### The metal 2 layer, run 1

(4 px per um)
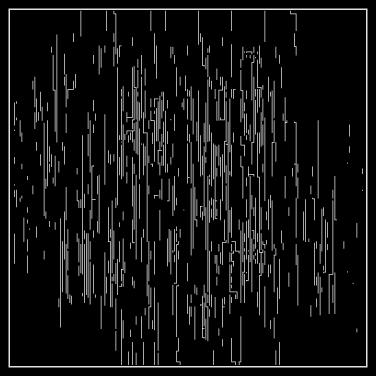
### Routing congestion, run 1

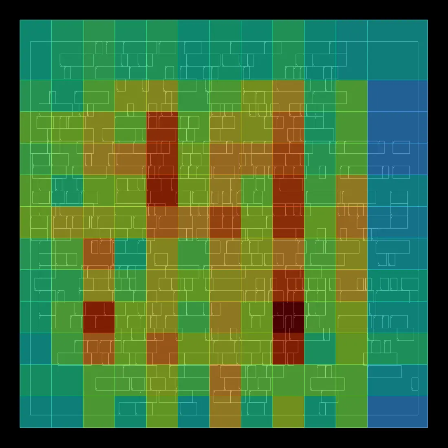
### Layout detail, run 1

Region (32, 32) to (57, 57) um. Cells in grey, sequential cells in the stronger grey; small squares are vias.
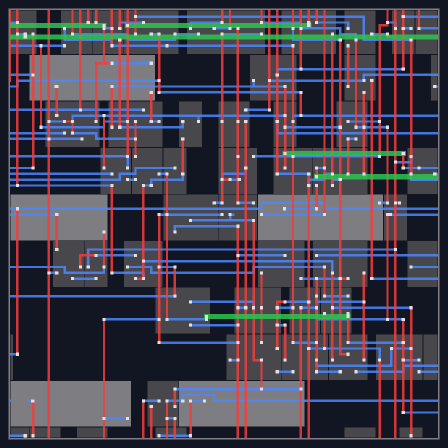
<file path="src/rtl/cache_slice_loader.sv">
`default_nettype none
// ============================================================================
// Module   : cache_slice_loader
// Purpose  : Write-side feeder for the L3 voxel cache. On a player move it
//            sends a one-byte slice request over the UART TX path. It then
//            turns each byte received on the UART RX path into one cache
//            write at the newly exposed edge of the pointer-relative cache.
// Ports    : clk_in, rst_in      - clock, synchronous active-high reset
//            control_input[3:0]  - one-hot move code (+X,-X,+Z,-Z)
//            control_trigger     - move strobe, qualified by valid_in
//            req_data/valid/ready- request byte handshake towards UART TX
//            rx_data, rx_valid   - byte stream from UART RX
//            xwrite/ywrite/zwrite, write_data, write_enable - cache write port
//            busy, done, error   - status (error is sticky until reset)
// Options  : FULL_LOAD_EN adds input full_load, which reloads the whole cache
//            (request 8'hAF, then LENGTH*HEIGHT*WIDTH bytes in x,y,z order).
// Revision : 1.0 - initial release
// ============================================================================
module cache_slice_loader #(
  parameter int LENGTH = 64,
  parameter int WIDTH  = 64,
  parameter int HEIGHT = 64
) (
  input  logic                      clk_in,
  input  logic                      rst_in,
  input  logic [3:0]                control_input,
  input  logic                      control_trigger,
  input  logic                      valid_in,
`ifdef FULL_LOAD_EN
  input  logic                      full_load,
`endif
  output logic [7:0]                req_data,
  output logic                      req_valid,
  input  logic                      req_ready,
  input  logic [7:0]                rx_data,
  input  logic                      rx_valid,
  output logic [$clog2(LENGTH)-1:0] xwrite,
  output logic [$clog2(HEIGHT)-1:0] ywrite,
  output logic [$clog2(WIDTH)-1:0]  zwrite,
  output logic [4:0]                write_data,
  output logic                      write_enable,
  output logic                      busy,
  output logic                      done,
  output logic                      error
);

  localparam int c_x_bits = $clog2(LENGTH);
  localparam int c_y_bits = $clog2(HEIGHT);
  localparam int c_z_bits = $clog2(WIDTH);

  localparam logic [c_x_bits-1:0] c_x_max = c_x_bits'(LENGTH - 1);
  localparam logic [c_y_bits-1:0] c_y_max = c_y_bits'(HEIGHT - 1);
  localparam logic [c_z_bits-1:0] c_z_max = c_z_bits'(WIDTH - 1);

  // Transfer modes; the slice modes double as the low nibble of the request.
  localparam logic [2:0] c_mode_none = 3'd0;
  localparam logic [2:0] c_mode_px   = 3'd1;
  localparam logic [2:0] c_mode_mx   = 3'd2;
  localparam logic [2:0] c_mode_pz   = 3'd3;
  localparam logic [2:0] c_mode_mz   = 3'd4;
  localparam logic [2:0] c_mode_full = 3'd5;

  typedef enum logic [1:0] {
    S_IDLE     = 2'd0,
    S_SEND_REQ = 2'd1,
    S_RECV     = 2'd2,
    S_DONE     = 2'd3
  } state_t;

  state_t                r_state;
  logic [2:0]            r_mode;
  logic [c_x_bits-1:0]   r_cx;
  logic [c_y_bits-1:0]   r_cy;
  logic [c_z_bits-1:0]   r_cz;
  logic                  r_last_pending;

  logic [7:0]            r_req_data;
  logic                  r_req_valid;
  logic [c_x_bits-1:0]   r_xwrite;
  logic [c_y_bits-1:0]   r_ywrite;
  logic [c_z_bits-1:0]   r_zwrite;
  logic [4:0]            r_write_data;
  logic                  r_write_enable;
  logic                  r_busy;
  logic                  r_done;
  logic                  r_error;

  logic                  w_move_strobe;
  logic                  w_full_strobe;
  logic [2:0]            w_move_mode;
  logic                  w_bad_byte;
  logic [c_x_bits-1:0]   w_cx_nxt;
  logic [c_y_bits-1:0]   w_cy_nxt;
  logic [c_z_bits-1:0]   w_cz_nxt;
  logic                  w_last;

  assign w_move_strobe = valid_in && control_trigger;
`ifdef FULL_LOAD_EN
  assign w_full_strobe = full_load;
`else
  assign w_full_strobe = 1'b0;
`endif

  // Block IDs are 5 bits; anything with the top bits set is not a block.
  assign w_bad_byte = (rx_data[7:5] != 3'b000);

  // Decode the move code; codes that are not one-hot map to "none".
  always_comb begin
    w_move_mode = c_mode_none;
    case (control_input)
      4'b0001: w_move_mode = c_mode_px;
      4'b0010: w_move_mode = c_mode_mx;
      4'b0100: w_move_mode = c_mode_pz;
      4'b1000: w_move_mode = c_mode_mz;
      default: w_move_mode = c_mode_none;
    endcase
  end

  // Coordinate walk. The fixed coordinate of a slice is loaded at accept time
  // and simply never advances, so the counters drive the write address as-is.
  always_comb begin
    w_cx_nxt = r_cx;
    w_cy_nxt = r_cy;
    w_cz_nxt = r_cz;
    w_last   = 1'b0;
    case (r_mode)
      c_mode_px, c_mode_mx: begin
        w_last = (r_cy == c_y_max) && (r_cz == c_z_max);
        if (r_cz == c_z_max) begin
          w_cz_nxt = '0;
          w_cy_nxt = r_cy + 1'b1;
        end else begin
          w_cz_nxt = r_cz + 1'b1;
        end
      end
      c_mode_pz, c_mode_mz: begin
        w_last = (r_cy == c_y_max) && (r_cx == c_x_max);
        if (r_cx == c_x_max) begin
          w_cx_nxt = '0;
          w_cy_nxt = r_cy + 1'b1;
        end else begin
          w_cx_nxt = r_cx + 1'b1;
        end
      end
      c_mode_full: begin
        w_last = (r_cx == c_x_max) && (r_cy == c_y_max) && (r_cz == c_z_max);
        if (r_cz == c_z_max) begin
          w_cz_nxt = '0;
          if (r_cy == c_y_max) begin
            w_cy_nxt = '0;
            w_cx_nxt = r_cx + 1'b1;
          end else begin
            w_cy_nxt = r_cy + 1'b1;
          end
        end else begin
          w_cz_nxt = r_cz + 1'b1;
        end
      end
      default: begin
        w_last = 1'b0;
      end
    endcase
  end

  always_ff @(posedge clk_in) begin
    if (rst_in) begin
      r_state        <= S_IDLE;
      r_mode         <= c_mode_none;
      r_cx           <= '0;
      r_cy           <= '0;
      r_cz           <= '0;
      r_last_pending <= 1'b0;
      r_req_data     <= 8'h00;
      r_req_valid    <= 1'b0;
      r_xwrite       <= '0;
      r_ywrite       <= '0;
      r_zwrite       <= '0;
      r_write_data   <= 5'd0;
      r_write_enable <= 1'b0;
      r_busy         <= 1'b0;
      r_done         <= 1'b0;
      r_error        <= 1'b0;
    end else begin
      r_write_enable <= 1'b0;
      r_done         <= 1'b0;
      case (r_state)
        S_IDLE: begin
          if (rx_valid) begin
            r_error <= 1'b1;
          end
          // A full reload wins over a move arriving in the same cycle.
          if (w_full_strobe) begin
            r_mode      <= c_mode_full;
            r_cx        <= '0;
            r_cy        <= '0;
            r_cz        <= '0;
            r_req_data  <= 8'hAF;
            r_req_valid <= 1'b1;
            r_busy      <= 1'b1;
            r_state     <= S_SEND_REQ;
          end else if (w_move_strobe && (w_move_mode != c_mode_none)) begin
            r_mode      <= w_move_mode;
            r_cx        <= (w_move_mode == c_mode_px) ? c_x_max : '0;
            r_cy        <= '0;
            r_cz        <= (w_move_mode == c_mode_pz) ? c_z_max : '0;
            r_req_data  <= 8'hA0 | {5'd0, w_move_mode};
            r_req_valid <= 1'b1;
            r_busy      <= 1'b1;
            r_state     <= S_SEND_REQ;
          end
        end

        S_SEND_REQ: begin
          if (rx_valid || w_move_strobe || w_full_strobe) begin
            r_error <= 1'b1;
          end
          if (req_ready) begin
            r_req_valid <= 1'b0;
            r_req_data  <= 8'h00;
            r_state     <= S_RECV;
          end
        end

        S_RECV: begin
          if (w_move_strobe || w_full_strobe) begin
            r_error <= 1'b1;
          end
          if (r_last_pending) begin
            // The final write is on the port this cycle; any further byte
            // belongs to no slice.
            if (rx_valid) begin
              r_error <= 1'b1;
            end
            r_last_pending <= 1'b0;
            r_done         <= 1'b1;
            r_state        <= S_DONE;
          end else if (rx_valid) begin
            r_write_enable <= 1'b1;
            r_xwrite       <= r_cx;
            r_ywrite       <= r_cy;
            r_zwrite       <= r_cz;
            r_write_data   <= w_bad_byte ? 5'd0 : rx_data[4:0];
            if (w_bad_byte) begin
              r_error <= 1'b1;
            end
            r_cx <= w_cx_nxt;
            r_cy <= w_cy_nxt;
            r_cz <= w_cz_nxt;
            if (w_last) begin
              r_last_pending <= 1'b1;
            end
          end
        end

        S_DONE: begin
          if (rx_valid || w_move_strobe || w_full_strobe) begin
            r_error <= 1'b1;
          end
          r_busy  <= 1'b0;
          r_mode  <= c_mode_none;
          r_state <= S_IDLE;
        end

        default: begin
          r_state <= S_IDLE;
          r_busy  <= 1'b0;
        end
      endcase
    end
  end

  assign req_data     = r_req_data;
  assign req_valid    = r_req_valid;
  assign xwrite       = r_xwrite;
  assign ywrite       = r_ywrite;
  assign zwrite       = r_zwrite;
  assign write_data   = r_write_data;
  assign write_enable = r_write_enable;
  assign busy         = r_busy;
  assign done         = r_done;
  assign error        = r_error;

endmodule
`default_nettype wire

</file>
<file path="config.mk">
export PLATFORM = sky130hd
export DESIGN_NAME = cache_slice_loader
export DESIGN_NICKNAME = d
export VERILOG_FILES = /design/src/rtl/cache_slice_loader.sv
export SDC_FILE = /design/constraint.sdc
export NUM_CORES = 1
export LEC_CHECK = 0
export CAP_MARGIN = 15
export CELL_PAD_IN_SITES_DETAIL_PLACEMENT = 0
export CELL_PAD_IN_SITES_GLOBAL_PLACEMENT = 1
export CORE_MARGIN = 2
export CORE_UTILIZATION = 38
export CTS_CLUSTER_DIAMETER = 50
export DETAILED_ROUTE_END_ITERATION = 6
export HOLD_SLACK_MARGIN = 0.15
export MAX_ROUTING_LAYER = met4
export PLACE_DENSITY = 0.82
export SETUP_SLACK_MARGIN = 0.1
export SYNTH_ARGS = -nofsm -noshare
export SYNTH_HDL_FRONTEND = slang
export SYNTH_SLANG_ARGS = --single-unit
</file>
<file path="constraint.sdc">
create_clock -name clk_in -period 3.2 [get_ports clk_in]
set_clock_uncertainty 0.2 [all_clocks]
set_input_delay 0.64 -clock clk_in [delete_from_list [all_inputs] [get_ports clk_in]]
set_output_delay 0.64 -clock clk_in [all_outputs]
set_load 0.01 [all_outputs]
</file>
==> flow_summary.yaml, run 1 <==
# yosys + openroad results
run_status:
  outcome: "completed"
power:
  sequentialPower_uw: 761
  clock_network_fraction_of_total_power_pct: 23.5
  p_comb_share_pct: 29.7
  power.clock.total_uw: 382
  cell_internal_pwr_mw: 1.052
  dominant_power_group: "registers"
  leakagePower_nw: 1.146
  report.power.total_mw: 1.627
  p_sw_share_pct: 35.31
  max-vdd-ir-drop_uv: 196.5
  power.density_mw_per_mm2: 478.6
  share_seq_of_total_power_pct: 46.8
  power_combinational_uw: 484
  power.switching_uw: 574.5
synthesis:
  yosys-stat-area_mm2: 0.002746
  synthArstFlopShare_pct: 0
  simple_gate_area_share_pct: 26.06
  ys_dominant_reg_cell: "sky130_fd_sc_hd__dfxtp_1"
  edf_count: 0
  synth-warning-count: 0
  count_of_instantiated_cells_in_the_yosys_netlist: 342
  post_synth_main_area_contributors: "sky130_fd_sc_hd__dfxtp_1 (40%), sky130_fd_sc_hd__nand2_1 (7.2%), sky130_fd_sc_hd__a21oi_1 (6.2%)"
  synth_area_mm2: 0.002746
  synth-xor-area-share_pct: 0.9567
  muxShareOfSynthArea_pct: 0
  synth_cell_type_count: 52
  synthTopCellsByCount: "sky130_fd_sc_hd__dfxtp_1 (55), sky130_fd_sc_hd__nand2_1 (53), sky130_fd_sc_hd__a21oi_1 (34)"
  top_area_share_pct: 40.09
  top_area_cell: "sky130_fd_sc_hd__dfxtp_1"
  synthesis.instances: 342
  logic_family: "simple AND/OR/NAND/NOR gates"
  compound_area_share_pct: 23.60
  syn_avg_cell_area_um2: 8.030
  yosys.area_share.adder_pct: 3.645
  ys_seq_share_pct: 40.09
  synth_flop_count: 55
  synthMostInstantiatedCell: "sky130_fd_sc_hd__dfxtp_1"
placement:
  portBuffers: 50
  place.detailed.hpwl_um: 4620
  gp_congestion: 0.8608
  placed_cells_incl_taps: 471
flow_run:
  cap_viol_max_count: 0
  stage_log_warnings: 30
worst_setup_path:
  crit_buf_inv: 2
  path_delay_family: "AND-OR/OR-AND gates"
  critical_path_required_ns: 3.21
  worst-path-max-fanout: 12
  path_cells: "clkdlybuf4s50_1 -> nor4b_2 -> a211oi_2 -> a21bo_1 -> buf_4 -> nor2_1 -> a311oi_1"
  timing.critical_path.arrival_ns: 2.74
  worst_path_max_delay_cell: "sky130_fd_sc_hd__clkdlybuf4s50_1"
  start_kind: "primary input"
  critPathKind: "in -> reg"
  cp-end-kind: "flop"
  cp_slowest_stage_delay_ns: 0.56
clock_network:
  cts_bufs_inserted: 5
  ctsHtreeMaxLevel: 2
  max-clock-path-buffers: 2
  cts_post_setup_buffers_inserted: 0
  clk_pin_slew_worst_paths_ns: 0.09
  number_of_resized_instances_in_the_post_cts_repair_step: 0
  cts.sinks: 55
  worst_skew_pair.late_latency_ns: 0.31
  hold_bufs_at_cts: 0
  ctsRootBufferMaster: "sky130_fd_sc_hd__clkbuf_8"
  cts_tree: "yes"
global_routing:
  grt_max_degree: 51
  grt.overflow.total: 0
  initial_antenna_violation_count: 0
  globalRoute.busiestLayer: "met2"
  grt_first_pass_wirelength_um: 11120
  via_count_of_the_first_global_routing_pass: 2403
sta:
  drv_slew: 0
  slew-limit-headroom_pct: 60.87
  timing.final.crit_share_pct: 85.15
  setup_total_negative_slack_ns: 0
  fmax_mhz: 367.0
  hold_viol_final: 0
  period_minus_slack_ns: 2.725
  count_of_endpoints_failing_setup_in_the_final_report: 0
  timing_worst_slew_pin_value_ns: 0.5816
  setup_repair_after_global_routing_missed_its_margin: "false"
die:
  fp_core_util_pct: 39.76
  fp-row-count: 30
  die_y_um: 89.02
  die-area_mm2: 0.007924
  floorplan.core_area_mm2: 0.006907
  io-pin-count: 54
  die_width_um: 89.02
drt:
  met3WireLength_um: 288
  route.met2.wl_um: 3069
  route.top_layer_used: "met4"
  remaining_drc_errors: 0
  detail_route.first_pass.iterations: 4
  ant_nets: 0
  routed_via_density: 5.420
  drtIter0Drc: 187
  wirelength_met1_um: 3363
min_path:
  hold_path.class: "reg -> reg"
layout:
  drive_gt1_share_pct: 6.005
  nFillCells: 711
  layout.area.comb_mm2: 0.001501
  ff_latch_area_mm2: 0.001101
  design.final.nets: 408
  final_layout_top_logic_cells: "sky130_fd_sc_hd__dfxtp_1 (55), sky130_fd_sc_hd__nand2_1 (53), sky130_fd_sc_hd__clkdlybuf4s50_1 (50), sky130_fd_sc_hd__a21oi_1 (34), sky130_fd_sc_hd__nor2_1 (22)"
  lay_top_count: "sky130_fd_sc_hd__dfxtp_1"
  antenna-diode-count: 0
  syn_to_final_growth_pct: 23.78
  final-instance-count-excl-fill: 479
About 'The metal 2 layer':
- nets with wire on the layer: 324
- wire length on this layer: 3070 um
- main direction: vertical
total wire length after detailed routing: 6740 um
fraction of met2 tracks used by global routing: 28.43%
count of vias placed by the detailed router: 2596

About 'Routing congestion':
Final Core Density: 49.22%
met1 routing resource usage after global routing: 24.39%
post-DR wirelength/cell: 14.07 um
overall fraction of global-route tracks in use: 18.08%
met3 usage: 2.955%

About 'Layout detail':
- blue: M1
- red: M2
- green: M3
- cells with their middle in the window: 46
- sequential cells in the window: 5
- netlist names of flops here include: `r_mode` (2)
- most frequent: dfxtp_1 (5), nand3_1 (4), o21ai_0 (4)

-- run 1: state kept, by name, summed over array words and instances (netlist names) --
name and cells:
r_cy 6, r_last_pending 1, r_cx 6, ywrite 6, error 1, req_data 4
write_enable 1, xwrite 6, write_data 5, busy 1, r_mode 3, r_cz 6
r_state 2, zwrite 6, done 1
-- run 1: cells by family (layout without fill, tap and decap cells) --
| logic type | count (synthesis) | in the layout |
|---|---|---|
| buf+inv | 33 | 72 |
| compound gates | 99 | 99 |
| flops | 55 | 55 |
| simple gates | 143 | 143 |
| fa+ha+maj | 8 | 8 |
| xor+xnor | 3 | 3 |
| other cells | 1 | 3 |
-- run 1: cell type report --
class / instances / share of cell area, %
Multi-Input combinational cell: 256 / 44.17
Clock buffer: 6 / 2.135
Timing Repair Buffer: 57 / 16.64
Tap cell: 96 / 3.533
Sequential cell: 55 / 32.39
Clock inverter: 2 / 0.3681
Inverter: 7 / 0.7729
-- run 1: path summary, 6_finish.rpt --
| check | start | slack, ns | endpoint | cells past startpoint |
|---|---|---|---|---|
| worst max register to register | r_state[0] | 0.70 | r_cz[2] | 9 |
| worst max-delay path | control_input[0] | 0.48 | r_cz[1] | 7 |
| worst min register to register | xwrite[1] | 0.26 | xwrite[1] | 2 |
| worst min-delay path | xwrite[1] | 0.26 | xwrite[1] | 2 |
-- run 1: metrics by stage --
step | utilization [%] | hold slack (ns) | setup slack, ns | instance area (um2)
floorplan | - | 0.2432 | 0.8471 | 2754
global placement | 47.99 | 0.2412 | 0.2485 | 3314
detailed placement | 47.99 | 0.2456 | 0.1727 | 3314
CTS | 49.22 | 0.2612 | 0.4911 | 3400
global route | 49.22 | 0.2777 | 0.2656 | 3400
finish | 49.22 | 0.2573 | 0.4753 | 3400
## Run 2: what changed since run 1
- CORE_MARGIN: 2 -> 1.5
### The metal 2 layer, run 2

(4 px per um)
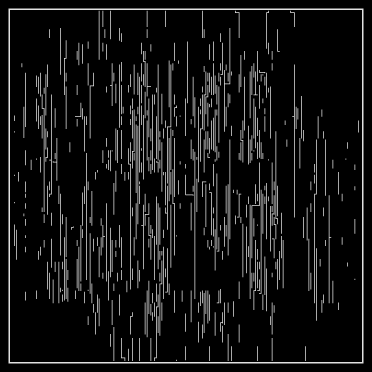
- longest straight run: 38.1 um
- nets with wire on the layer: 332
- share of all routed wire: 45%
- main direction: vertical

==> flow_summary.yaml, run 2 <==
# yosys + openroad results
worst_setup_path:
  worstSetupPathDepth: 6
  reg2reg_launch_point: "r_state[0]"
  crit_buf_inv: 1
  cp-end-kind: "flop"
  critical_path_required_ns: 3.22
  timing.reg2reg.worst_path_depth: 8
  cp_slowest_stage_delay_ns: 0.56
  timing.critical_path.arrival_ns: 2.82
  rrSetupSlack_ns: 0.57
  reg2reg_to: "r_cy[4]"
  worst-path-max-fanout: 19
  critical_path_start: "control_input[0]"
  worst_path_max_delay_cell: "sky130_fd_sc_hd__clkdlybuf4s50_1"
  path_delay_family: "AND-OR/OR-AND gates"
  critPathKind: "in -> reg"
  start_kind: "primary input"
  worstSetupEndpoint: "r_cz[1]"
  path_cells: "clkdlybuf4s50_1 -> nor4b_2 -> a211oi_2 -> a21bo_1 -> nor2_1 -> a311oi_1"
synthesis:
  ys_seq_share_pct: 40.09
  synthesis.instances: 342
  synth_cell_type_count: 52
  yosys-stat-area_mm2: 0.002746
  post_synth_main_area_contributors: "sky130_fd_sc_hd__dfxtp_1 (40%), sky130_fd_sc_hd__nand2_1 (7.2%), sky130_fd_sc_hd__a21oi_1 (6.2%)"
  synthArstFlopShare_pct: 0
  synth_flop_count: 55
  synth-warning-count: 0
  synthMostInstantiatedCell: "sky130_fd_sc_hd__dfxtp_1"
  count_of_instantiated_cells_in_the_yosys_netlist: 342
  ys_dominant_reg_cell: "sky130_fd_sc_hd__dfxtp_1"
  synthTopCellsByCount: "sky130_fd_sc_hd__dfxtp_1 (55), sky130_fd_sc_hd__nand2_1 (53), sky130_fd_sc_hd__a21oi_1 (34)"
  top_area_cell: "sky130_fd_sc_hd__dfxtp_1"
  edf_count: 0
  top_area_share_pct: 40.09
  syn_avg_cell_area_um2: 8.030
  synth_area_mm2: 0.002746
sta:
  drv_slew: 0
  setup_repair_after_global_routing_missed_its_margin: "false"
  setup_total_negative_slack_ns: 0
  timing.final.crit_share_pct: 87.46
  timing_worst_slew_pin_value_ns: 0.6120
  postLayoutSetupSlackWorst_ns: 0.4012
  hold_viol_final: 0
  period_minus_slack_ns: 2.799
  slew-limit-headroom_pct: 58.82
  count_of_endpoints_failing_setup_in_the_final_report: 0
  min_hold_slack_ns: 0.2559
  fmax_mhz: 357.3
die:
  die_width_um: 88.02
  floorplan.core_area_mm2: 0.006907
  fp_core_util_pct: 39.76
  die-area_mm2: 0.007747
  fp-row-count: 30
  die_y_um: 88.02
  io-pin-count: 54
run_status:
  outcome: "completed"
clock_network:
  ctsHtreeMaxLevel: 2
  clk_pin_slew_worst_paths_ns: 0.10
  hold_bufs_at_cts: 0
  cts_post_setup_buffers_inserted: 0
  cts_tree: "yes"
  number_of_resized_instances_in_the_post_cts_repair_step: 0
  cts_bufs_inserted: 5
  worst_skew_pair.late_latency_ns: 0.31
  ctsRootBufferMaster: "sky130_fd_sc_hd__clkbuf_8"
  cts.sinks: 55
  max-clock-path-buffers: 2
layout:
  syn_to_final_growth_pct: 25.65
  antenna-diode-count: 0
  nFillCells: 686
  fin_util_pct: 49.96
  final-instance-count-excl-fill: 479
  drive_gt1_share_pct: 6.266
  lay_top_count: "sky130_fd_sc_hd__dfxtp_1"
  final_area_mm2: 0.003451
  design.final.nets: 408
  final_layout_top_logic_cells: "sky130_fd_sc_hd__dfxtp_1 (55), sky130_fd_sc_hd__nand2_1 (53), sky130_fd_sc_hd__clkdlybuf4s50_1 (50), sky130_fd_sc_hd__a21oi_1 (34), sky130_fd_sc_hd__nor2_1 (22)"
drt:
  routed_via_density: 5.413
  detail_route.first_pass.iterations: 4
  count_of_vias_placed_by_the_detailed_router: 2593
  remaining_drc_errors: 0
  drtIter0Drc: 140
  wl_per_cell_um: 14.45
  ant_nets: 0
  finalWirelength_um: 6922
min_path:
  min_delay_worst_endpoint: "xwrite[0]"
  timing.hold.worst.start: "xwrite[0]"
  hold_depth: 2
  hold_path.class: "reg -> reg"
global_routing:
  grt.overflow.total: 0
  via_count_of_the_first_global_routing_pass: 2379
  grt_max_degree: 51
  initial_antenna_violation_count: 0
  overall_fraction_of_global_route_tracks_in_use_pct: 19.49
  grt_first_pass_wirelength_um: 11550
power:
  power.density_mw_per_mm2: 520.3
  max-vdd-ir-drop_uv: 253.0
  leakagePower_nw: 1.170
  report.power.total_mw: 1.796
flow_run:
  cap_viol_max_count: 0
  stage_log_warnings: 30
placement:
  place.detailed.hpwl_um: 4681
  placed_cells_incl_taps: 471
  place_worst_setup_slack_ns: 0.09091
  gp_congestion: 0.8317
  dpl_cell_area_mm2: 0.003314
  portBuffers: 50
-- run 2: cell counts after synthesis --
No cell type changed its count.
-- run 2: cell type report --
class                   instances  area, um2  area share, %
clock buffers                   5      68.82          1.994
clock inverters                 3      67.56          1.958
repair buffers                 57      565.5          16.39
inverters                       7      26.28         0.7614
multi-input cells             256       1501          43.51
well taps                      96      120.1          3.481
flip-flops and latches         55       1101          31.91
-- run 2: layer usage --
| metal | up-vias | routed length [um] | global-route usage (%) | part of all wire, % |
|---|---|---|---|---|
| li1 | 1311 | - | - | - |
| met1 | 1197 | 3360 | 25.57 | 49 |
| met2 | 77 | 3097 | 29.91 | 45 |
| met3 | 8 | 365 | 3.582 | 5.3 |
| met4 | 0 | 99 | 7.102 | 1.4 |
| met5 | - | 0 | - | 0 |
-- run 2: where the power goes --
group,switching [mW],internal [mW],total (mW)
Clock,0.241,0.312,0.553
Sequential,0.0396,0.722,0.762
Combinational,0.309,0.172,0.481
Total,0.589,1.21,1.80
-- run 2: tightest hold or removal path, cell delays in order, from the launching register on --
cell and delay, ns:
sky130_fd_sc_hd__dfxtp_1 0.32, sky130_fd_sc_hd__nand2_1 0.05, sky130_fd_sc_hd__a21oi_1 0.05
-- run 2: cell families (layout without fill, tap and decap cells) --
| family | count (synthesis) | after routing | synth area share, % |
|---|---|---|---|
| flip-flops | 55 | 55 | 40.09 |
| XOR/XNOR | 3 | 3 | 0.9569 |
| AND/OR/NAND/NOR | 143 | 143 | 26.06 |
| other | 1 | 3 | 0.1365 |
| adder cells (fa/ha/maj) | 8 | 8 | 3.645 |
| buffers and inverters | 33 | 72 | 5.513 |
| AND-OR/OR-AND | 99 | 99 | 23.60 |
Power figures rest on the tool's default switching activity, not on a simulated workload.
